### Metal layers overlaid

Bar = 20 um.
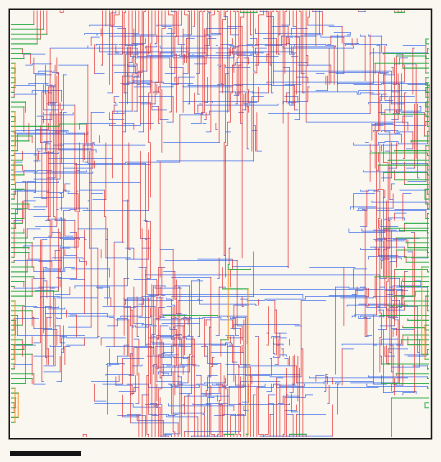
### The metal 3 layer

Bar = 20 um.
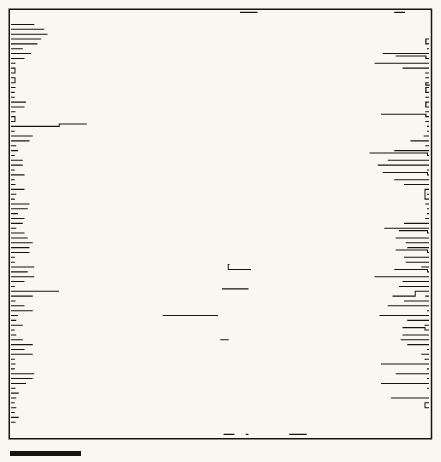
### Sizing map

Bar = 20 um.
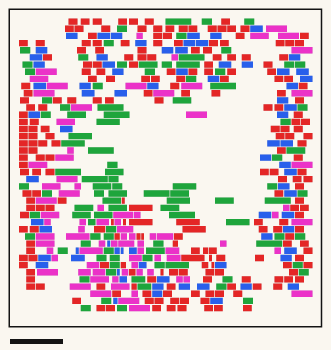
`src/rtl/mem_rr_arbiter.sv`:
```
// Round-robin arbiter sharing one single-port memory between NUM_REQ requesters.
// Read returns are routed back to their requester via a LATENCY-deep tag pipeline.
module mem_rr_arbiter #(
    parameter  int NUM_REQ    = 4,
    parameter  int NUM_WORDS  = 64,
    parameter  int DATA_WIDTH = 32,
    parameter  int BYTE_WIDTH = 8,
    parameter  int LATENCY    = 1,
    localparam int ADDR_WIDTH = $clog2(NUM_WORDS),
    localparam int NUM_BYTES  = DATA_WIDTH / BYTE_WIDTH,
    localparam int ID_WIDTH   = $clog2(NUM_REQ)
) (
    input  logic                                 clk_i,
    input  logic                                 rst_ni,
    input  logic [NUM_REQ-1:0]                   req_i,
    input  logic [NUM_REQ-1:0]                   w_en_i,
    input  logic [NUM_REQ-1:0][ADDR_WIDTH-1:0]   addr_i,
    input  logic [NUM_REQ-1:0][DATA_WIDTH-1:0]   w_data_i,
    input  logic [NUM_REQ-1:0][NUM_BYTES-1:0]    b_en_i,
    output logic [NUM_REQ-1:0]                   gnt_o,
    output logic [NUM_REQ-1:0]                   r_valid_o,
    output logic [DATA_WIDTH-1:0]                r_data_o,
    output logic                                 mem_req_o,
    output logic                                 mem_w_en_o,
    output logic [ADDR_WIDTH-1:0]                mem_addr_o,
    output logic [DATA_WIDTH-1:0]                mem_w_data_o,
    output logic [NUM_BYTES-1:0]                 mem_b_en_o,
    input  logic [DATA_WIDTH-1:0]                mem_r_data_i
);

    logic [ID_WIDTH-1:0]               r_ptr;
    logic [LATENCY-1:0]                r_vld_pipe;
    logic [LATENCY-1:0][ID_WIDTH-1:0]  r_id_pipe;
    logic [ID_WIDTH-1:0]               w_win;
    logic                              w_any;
    logic [ID_WIDTH-1:0]               w_ptr_nxt;

    // Scan downward so the last hit is the closest requester at or after r_ptr.
    always_comb begin
        int idx;
        w_any = 1'b0;
        w_win = '0;
        idx   = 0;
        for (int k = NUM_REQ - 1; k >= 0; k--) begin
            idx = int'(r_ptr) + k;
            if (idx >= NUM_REQ) idx = idx - NUM_REQ;
            if (req_i[idx]) begin
                w_any = 1'b1;
                w_win = ID_WIDTH'(idx);
            end
        end
    end

    // Explicit wrap keeps non-power-of-two NUM_REQ correct.
    always_comb begin
        w_ptr_nxt = r_ptr;
        if (w_any) begin
            if (w_win == ID_WIDTH'(NUM_REQ - 1)) w_ptr_nxt = '0;
            else                                 w_ptr_nxt = w_win + ID_WIDTH'(1);
        end
    end

    always_comb begin
        gnt_o        = '0;
        mem_req_o    = w_any;
        mem_w_en_o   = 1'b0;
        mem_addr_o   = '0;
        mem_w_data_o = '0;
        mem_b_en_o   = '0;
        if (w_any) begin
            gnt_o[w_win] = 1'b1;
            mem_w_en_o   = w_en_i[w_win];
            mem_addr_o   = addr_i[w_win];
            mem_w_data_o = w_data_i[w_win];
            mem_b_en_o   = b_en_i[w_win];
        end
    end

    always_ff @(posedge clk_i or negedge rst_ni) begin
        if (!rst_ni) begin
            r_ptr      <= '0;
            r_vld_pipe <= '0;
            r_id_pipe  <= '0;
        end else begin
            r_ptr         <= w_ptr_nxt;
            r_vld_pipe[0] <= w_any & ~w_en_i[w_win];
            r_id_pipe[0]  <= w_win;
            for (int s = 1; s < LATENCY; s++) begin
                r_vld_pipe[s] <= r_vld_pipe[s-1];
                r_id_pipe[s]  <= r_id_pipe[s-1];
            end
        end
    end

    always_comb begin
        r_valid_o = '0;
        if (r_vld_pipe[LATENCY-1]) r_valid_o[r_id_pipe[LATENCY-1]] = 1'b1;
    end

    assign r_data_o = mem_r_data_i;

endmodule

```
`config.mk`:
```
export PLATFORM = sky130hd
export DESIGN_NAME = mem_rr_arbiter
export DESIGN_NICKNAME = d
export VERILOG_FILES = /design/src/rtl/mem_rr_arbiter.sv
export SDC_FILE = /design/constraint.sdc
export NUM_CORES = 1
export LEC_CHECK = 0
export CAP_MARGIN = 20
export CORE_AREA = 3 3 115 117
export CTS_CLUSTER_SIZE = 8
export DETAILED_ROUTE_END_ITERATION = 10
export DIE_AREA = 0 0 118 120
export MAX_ROUTING_LAYER = met4
export PLACE_DENSITY = 0.57
export SETUP_SLACK_MARGIN = 0.15
export SYNTH_ARGS = -nofsm -noshare
export SYNTH_HDL_FRONTEND = slang
export SYNTH_SLANG_ARGS = --single-unit
```
`constraint.sdc`:
```
create_clock -name clk_i -period 2.5 [get_ports clk_i]
set_input_delay 0.625 -clock clk_i [delete_from_list [all_inputs] [get_ports clk_i]]
set_output_delay 0.625 -clock clk_i [all_outputs]
set_load 0.02 [all_outputs]
```
==> notes.md <==
Results of the implementation run.

The flow ran to the end, but the final reports show violations. The checks that failed: negative setup slack. The analysis attributes to net switching a power of 0.00234 W.

In this design, the largest share of critical-path delay is due to buffers and inverters. The worst-path maximum fanout is 8. Setup violations remaining at the end of the flow were counted as 47. The final critical path takes up 110% of the cycle. The area fraction in compound gates is between 15 and 20%. Per the synth stats, the flop cell with the highest instance count is dfrtp_1. The number of endpoints with negative hold slack in the final report came out at 0. STA reports the tightest min-delay check as being of type input pin to asynchronous set/reset pin. The post-CTS setup repair buffer count is 30. The fraction of the mapped netlist area in adder cells came out at 2.61%. The dominant cell type by count on the critical path is buf_12. Clock buffers in the final layout number 4. The minimum setup slack among reg-to-reg paths is 810 ps.

Per report_power, the Clock row totals 0.000269 W. The proportion of layout cells with a drive suffix above 1 came out at 52.1%. Sorting the synthesized cells by area gives the leading types as mux2i_1 (44%), o22ai_1 (14%), buf_4 (13%).

Routability-driven placement finished with a final weighted congestion of 0.824. At the later pin of the worst-skew pair, clock insertion delay measures 230 ps. Buffers inserted to repair hold after CTS numbered 0. Per the CTS log, the buffer count on the longest clock path is 2. CTS built an H-tree with a depth of 1. The post-placement cell area is ~4600 um^2. Across all setup checks in the final design, the least slack found is -262 ps. Ranked by total area, the top cell class in this layout is non-clock buffers. The simple-gate share of the synthesized area came out at about 5.5%. Per the OpenROAD timing report, the critical path contains 10 cells. The share of final layout cell area taken by non-clock buffers is 56.4%.

The critical path buffer and inverter count came out at 5. The count of cells in the finished layout, fillers not included, comes to roughly 650. The cell type that accounts for the most area after synthesis is mux2i_1. The logic depth of the worst register-to-register path is 7. The data arrival time of the worst path came out at 2140 ps. The area share of the leading cell type in the synthesized netlist came out at 43.8%. The OpenROAD warning count is 32. The cell-internal power is 0.00343 W. Of all flip-flops after synthesis, the portion carrying an async set or reset was 100%. On met1, the global router reports a usage of 15.8%. Of the post-synthesis cell area, the part taken by muxes is a little under half. The number of maximum-capacitance constraint violations is 0. The total met3 wirelength after detailed routing came out at 731 um. The highest metal layer carrying signal wires in the routed design is met4. The floorplan row count is 41. The vertical die dimension came out at 120 um. The portion of total power attributed to the clock network came out at under 10%.

The number of fill cells in the layout came out at 1099. The power density relative to cell area came out at 939 nW/um^2. The most frequently used library cell after synthesis is mux2i_1. The post-synth net total came out at 436. Headroom to the max-slew limit came out at 80.8%.

Of the total synthesized cell area, the portion taken by XOR and XNOR cells is 0%. The cell area after technology mapping is 1920 um^2. The clock tree from TritonCTS is done. In this run the remaining antenna-violating nets after routing total 0.

The net switching share of the total power came out at 40.5%. The post-route met1 wirelength is 4.36 mm. The routed length on met2 came out at 6.78 mm. The pre-CTS setup slack came out at -1060 ps.

The number of enable flip-flop cells came out at 0. The number of cells produced by synthesis came out at 222. Sorting the synthesized cells by how often they occur yields mux2i_1 (84), o22ai_1 (44), buf_4 (32). The registers reported with the highest flop counts are r_id_pipe (2), r_ptr (2), r_vld_pipe (1). The placeable core region is 12500 um^2. The cell sequence reported for the critical path is buf_8 -> a21o_1 -> a21oi_2 -> o22a_4 -> buf_12 -> buf_12 -> buf_16 -> mux2i_4 -> o22ai_2 -> buf_6.

In this run, the combinational gates consume 92.7% of the power. The worst supply voltage drop on vdd is 0.000507 V. The sequential cell area is 125 um^2.

The proportion of cell area occupied by multi-input gates is ~36%. The number of distinct standard cells referenced by the synthesized netlist is 28. The worst setup path is captured at an output pin. The clock arrives with 2.60 ps of skew. The maximum number of pins on one net before global-route repair came out at 21.

The post-synthesis sequential element count came out at 5. The master cell of the clock root buffer is clkbuf_16. The total instance count after detailed placement came out at 594. The detailed placement HPWL is around 7.8 mm. The worst hold slack after final layout came out at 622 ps. The critical path data required time is ~1900 ps. The synthesized netlist was found by Yosys to have 222 cells. The area growth from synthesis to final layout came out at 220%. The static leakage power is 2.42 nW.

The first-pass GRT wire length is 16.7 mm. The warning count from the yosys run came out at 0.
Notes on 'Metal layers overlaid' above:
[met2] red | wire length: 6780 um
[met3] green | wire length: 731 um
[met1] blue | wire length: 4360 um
[met4] orange | wire length: 156 um
Vias: 2796
final wirelength: 12.0 mm
Tot GR Track Use: 15.1%
post-DR wirelength/cell: 18.5 um

Notes on 'The metal 3 layer' above:
nets with wire on the layer: 148
share of all routed wire: 6.1%
wire length on this layer: 731 um

Notes on 'Sizing map' above:
[drive 2] blue | cells: 73 | share: 15%
[drive 3 to 4] magenta | cells: 79 | share: 17%
[drive 6 and up] green | cells: 97 | share: 20%
[drive 1 or less] red | cells: 229 | share: 48%
number of buffers outside the clock class in the layout: 303
post-route standard cell area excluding fillers: 6150 um^2

Power figures rest on the tool's default switching activity, not on a simulated workload.
